==> images/final_placement.png <==
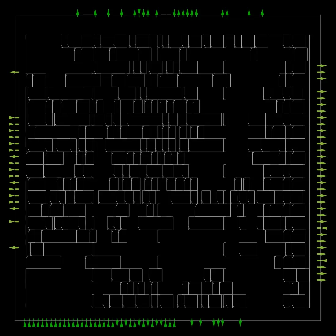
==> images/registers.png <==
Scale bar: 20 um.
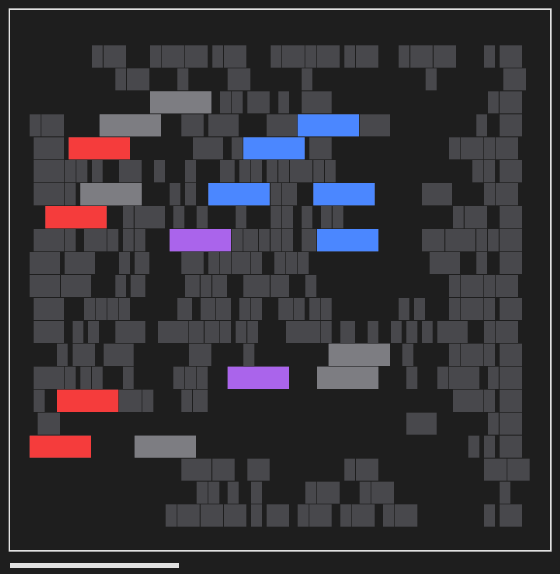
===== src/rtl/irq_arbiter.sv =====
// Machine-mode interrupt arbiter: captures source edges into sticky pending bits,
// qualifies them against mie / mstatus.MIE, and sequences one trap at a time
// through a REQ -> HANDLER -> IDLE handshake with the CSR/fetch logic.

// Per-source edge detector and sticky pending bit.
module irq_pend_cell (
  input  logic clk,
  input  logic rst,
  input  logic src,    // raw source level
  input  logic clr,    // software clear strobe
  input  logic take,   // trap for this source acknowledged
  output logic pend
);
  logic prev_q, prev_d;
  logic pend_q, pend_d;

  // A rising edge sets; clear/take drop the bit, but a same-cycle edge wins.
  always_comb begin
    prev_d = src;
    pend_d = (src & ~prev_q) | (pend_q & ~(clr | take));
  end

  // Edge history and pending state.
  always_ff @(posedge clk) begin
    if (rst) begin
      prev_q <= 1'b0;
      pend_q <= 1'b0;
    end else begin
      prev_q <= prev_d;
      pend_q <= pend_d;
    end
  end

  assign pend = pend_q;
endmodule

module irq_arbiter #(
  parameter int BUS_WIDTH = 32,
  parameter int NSRC      = 4
) (
  input  logic                 clk,
  input  logic                 rst,
  input  logic [NSRC-1:0]      irq_src,
  input  logic [NSRC-1:0]      sw_clr,
  input  logic [BUS_WIDTH-1:0] csr_mie,
  input  logic                 csr_mstatus_mie,
  input  logic                 trap_ack,
  input  logic                 is_mret,
  output logic [BUS_WIDTH-1:0] mip,
  output logic                 trap_req,
  output logic [BUS_WIDTH-1:0] trap_cause,
  output logic                 in_handler
);
  localparam int GW = (NSRC > 1) ? $clog2(NSRC) : 1;

  typedef enum logic [1:0] {S_IDLE, S_REQ, S_HANDLER} state_t;

  // Source index -> mip bit position, which is also the mcause code.
  function automatic logic [4:0] src_code(input logic [GW-1:0] idx);
    case (idx)
      GW'(0):  src_code = 5'd3;   // MSI
      GW'(1):  src_code = 5'd7;   // MTI
      GW'(2):  src_code = 5'd11;  // MEI
      default: src_code = 5'd16;  // UART
    endcase
  endfunction

  state_t            state_q, state_d;
  logic [GW-1:0]     grant_q, grant_d;
  logic [BUS_WIDTH-1:0] cause_q, cause_d;

  logic [NSRC-1:0]   pend, elig, take;
  logic              win_vld;
  logic [GW-1:0]     win_idx;
  logic              unused_mie;

  assign unused_mie = ^csr_mie;

  for (genvar i = 0; i < NSRC; i++) begin : g_src
    irq_pend_cell u_cell (
      .clk  (clk),
      .rst  (rst),
      .src  (irq_src[i]),
      .clr  (sw_clr[i]),
      .take (take[i]),
      .pend (pend[i])
    );
    assign elig[i] = pend[i] & csr_mie[src_code(GW'(i))] & csr_mstatus_mie;
  end

  // Fixed priority: MEI > MSI > MTI > UART.
  always_comb begin
    win_vld = |elig;
    win_idx = GW'(3);
    if      (elig[2]) win_idx = GW'(2);
    else if (elig[0]) win_idx = GW'(0);
    else if (elig[1]) win_idx = GW'(1);
  end

  // Trap sequencer: grant and cause freeze in REQ; ack beats a same-cycle withdrawal.
  always_comb begin
    state_d = state_q;
    grant_d = grant_q;
    cause_d = cause_q;
    take    = '0;
    case (state_q)
      S_IDLE: begin
        if (win_vld) begin
          state_d = S_REQ;
          grant_d = win_idx;
          cause_d = {1'b1, {(BUS_WIDTH-6){1'b0}}, src_code(win_idx)};
        end
      end
      S_REQ: begin
        if (trap_ack) begin
          take[grant_q] = 1'b1;
          state_d       = S_HANDLER;
        end else if (!elig[grant_q]) begin
          state_d = S_IDLE;
        end
      end
      S_HANDLER: begin
        if (is_mret) state_d = S_IDLE;
      end
      default: state_d = S_IDLE;
    endcase
  end

  // Sequencer state register.
  always_ff @(posedge clk) begin
    if (rst) begin
      state_q <= S_IDLE;
      grant_q <= '0;
      cause_q <= '0;
    end else begin
      state_q <= state_d;
      grant_q <= grant_d;
      cause_q <= cause_d;
    end
  end

  // Spread the pending bits into their architectural mip positions.
  always_comb begin
    mip = '0;
    for (int i = 0; i < NSRC; i++) mip[src_code(GW'(i))] = pend[i];
  end

  assign trap_req   = (state_q == S_REQ);
  assign in_handler = (state_q == S_HANDLER);
  assign trap_cause = cause_q;
endmodule


===== config.mk =====
export PLATFORM = sky130hd
export DESIGN_NAME = irq_arbiter
export DESIGN_NICKNAME = d
export VERILOG_FILES = /design/src/rtl/irq_arbiter.sv
export SDC_FILE = /design/constraint.sdc
export NUM_CORES = 1
export LEC_CHECK = 0
export ABC_AREA = 1
export CORE_MARGIN = 2
export CORE_UTILIZATION = 33
export DETAILED_ROUTE_END_ITERATION = 6
export GPL_ROUTABILITY_DRIVEN = 0
export GPL_TIMING_DRIVEN = 0
export PLACE_DENSITY = 0.86
export SYNTH_ARGS = -nofsm -noshare
export SYNTH_HDL_FRONTEND = slang
export SYNTH_HIERARCHICAL = 1
export SYNTH_SLANG_ARGS = --single-unit

===== constraint.sdc =====
create_clock -name clk -period 2.5 [get_ports clk]
set_input_delay 0.375 -clock clk [delete_from_list [all_inputs] [get_ports clk]]
set_output_delay 0.375 -clock clk [all_outputs]
set_load 0.03 [all_outputs]

==> impl_metrics.csv <==
group,metric,value,unit
finish,dominant_cells,"buffers",
timing,timing.hold.ws,473,ps
floorplanning,die_w,64.0,um
place,dp.cells,301,
logic_synthesis,ys_seq_share,0.287,
timing,hold_violations,0,
logic_synthesis,simple_gate_share,0.276,
timing,worst-slew-pin-transition,636,ps
cts,root_buffer,"clkbuf_4",
finish,n_all_buffers,83,
worst_setup_path,critPathMaxStageDelay,690,ps
worst_setup_path,worst_ep_required_time,2120,ps
timing,slew_viol_final,0,
logic_synthesis,ys_area,1190,um^2
cts,numCtsBuffers,3,
place,dpl.hpwl,1890,um
logic_synthesis,common_cells,"buf_4, nand2_1, nor2_1, inv_1, dfxtp_1",
worst_setup_path,r2r_start,"state_q[0]",
cts,postCtsHoldBufs,0,
worst_setup_path,path_buffers,2,
timing,period_minus_slack,1860,ps
finish,drive_gt1_frac,0.243,
finish,inverters,21,
finish,final_cell_mix,"buf_4, conb_1, nand2_1",
power_and_ir_drop,p_int,484,uW
cts,cts_tree,"yes",
finish,comb_share,0.316,
logic_synthesis,synthAoiAreaFrac,0.0200,
finish,largest_reg_flops,5,
timing,max_slew_margin,0.575,
floorplanning,ios,111,
detailed_routing,drt_iter0_drc,17,
cts,cts_resized,0,
logic_synthesis,synth_area_leader_cell,"buf_4",
worst_setup_path,crit_path_top_delay_cell,"clkdlybuf4s50_1",
global_routing,gr-usage-met3,0.0475,
power_and_ir_drop,p_clk,148,uW
logic_synthesis,ys_warn_count,6,
floorplanning,fp_util,0.350,
power_and_ir_drop,p_sw,311,uW
logic_synthesis,synth-edff-count,0,
power_and_ir_drop,p_total,796,uW
worst_setup_path,critPathLaunchType,"flop",
run,max-cap-violations,0,
outcome,status,"complete, no violations",
run,warnings,54,
logic_synthesis,adder_share,0,
logic_synthesis,syn_area_per_cell,6.82,um^2
worst_setup_path,crit_path_end,"in_handler",
detailed_routing,met2_wirelength,1000,um
logic_synthesis,yosysMostFrequentCell,"buf_4",
timing,setup_tns,0,ps
logic_synthesis,synth_stat.cells,174,
min_path,hold_path_depth,2,
logic_synthesis,netlist_area,1190,um^2
worst_setup_path,end_kind,"output port",
global_routing,grt_max_degree,20,
finish,buffer_area_frac,0.396,
power_and_ir_drop,clkPwrFrac,0.185,
finish,final-comb-area,554,um^2
cts,clock-sinks,17,
logic_synthesis,area_leaders,"buf_4, dfxtp_1, nand2_1, nor2_1, inv_1",
worst_setup_path,r2r_slack,1310,ps
worst_setup_path,crit_start,"state_q[1]",
logic_synthesis,ys.flop_type,"dfxtp_1",
timing,rsz0062_at_grt,"no",
timing,setup_violations,0,
power_and_ir_drop,max-vdd-ir-drop,301,uV
logic_synthesis,logic_family,"buffers and inverters",
timing,period_used_share,0.746,
finish,area_delta_synth_final,47.5,%
worst_setup_path,path_cells,"inv_1, nor2_1, clkdlybuf4s50_1",
place,place_area,1720,um^2
logic_synthesis,synth-xor-area-share,0,
detailed_routing,wl_met1,851,um
worst_setup_path,worstPathArrival,1490,ps
logic_synthesis,syn_inst,174,
global_routing,track_usage,0.111,
power_and_ir_drop,cellPowerDensity,454,nW/um^2
detailed_routing,first_pass_iters,4,
cts,clock_latency,290,ps
detailed_routing,wl_met3,307,um
Back to the opening pictures, final_placement.png:
Flops: 17
total core area: 3390 um^2
post-layout util: 0.517

Back to the opening pictures, registers.png:
`trap_cause` -> blue  # placed flops 5
`grant_q` -> purple  # placed flops 2
`g_src.u_cell/prev_q` -> red  # placed flops 4
not colored = 6
area taken by flip-flops and latches: 340 um^2
P_seq: 307 uW
Seq/total area: 0.194

Power and IR drop assume default switching activity.
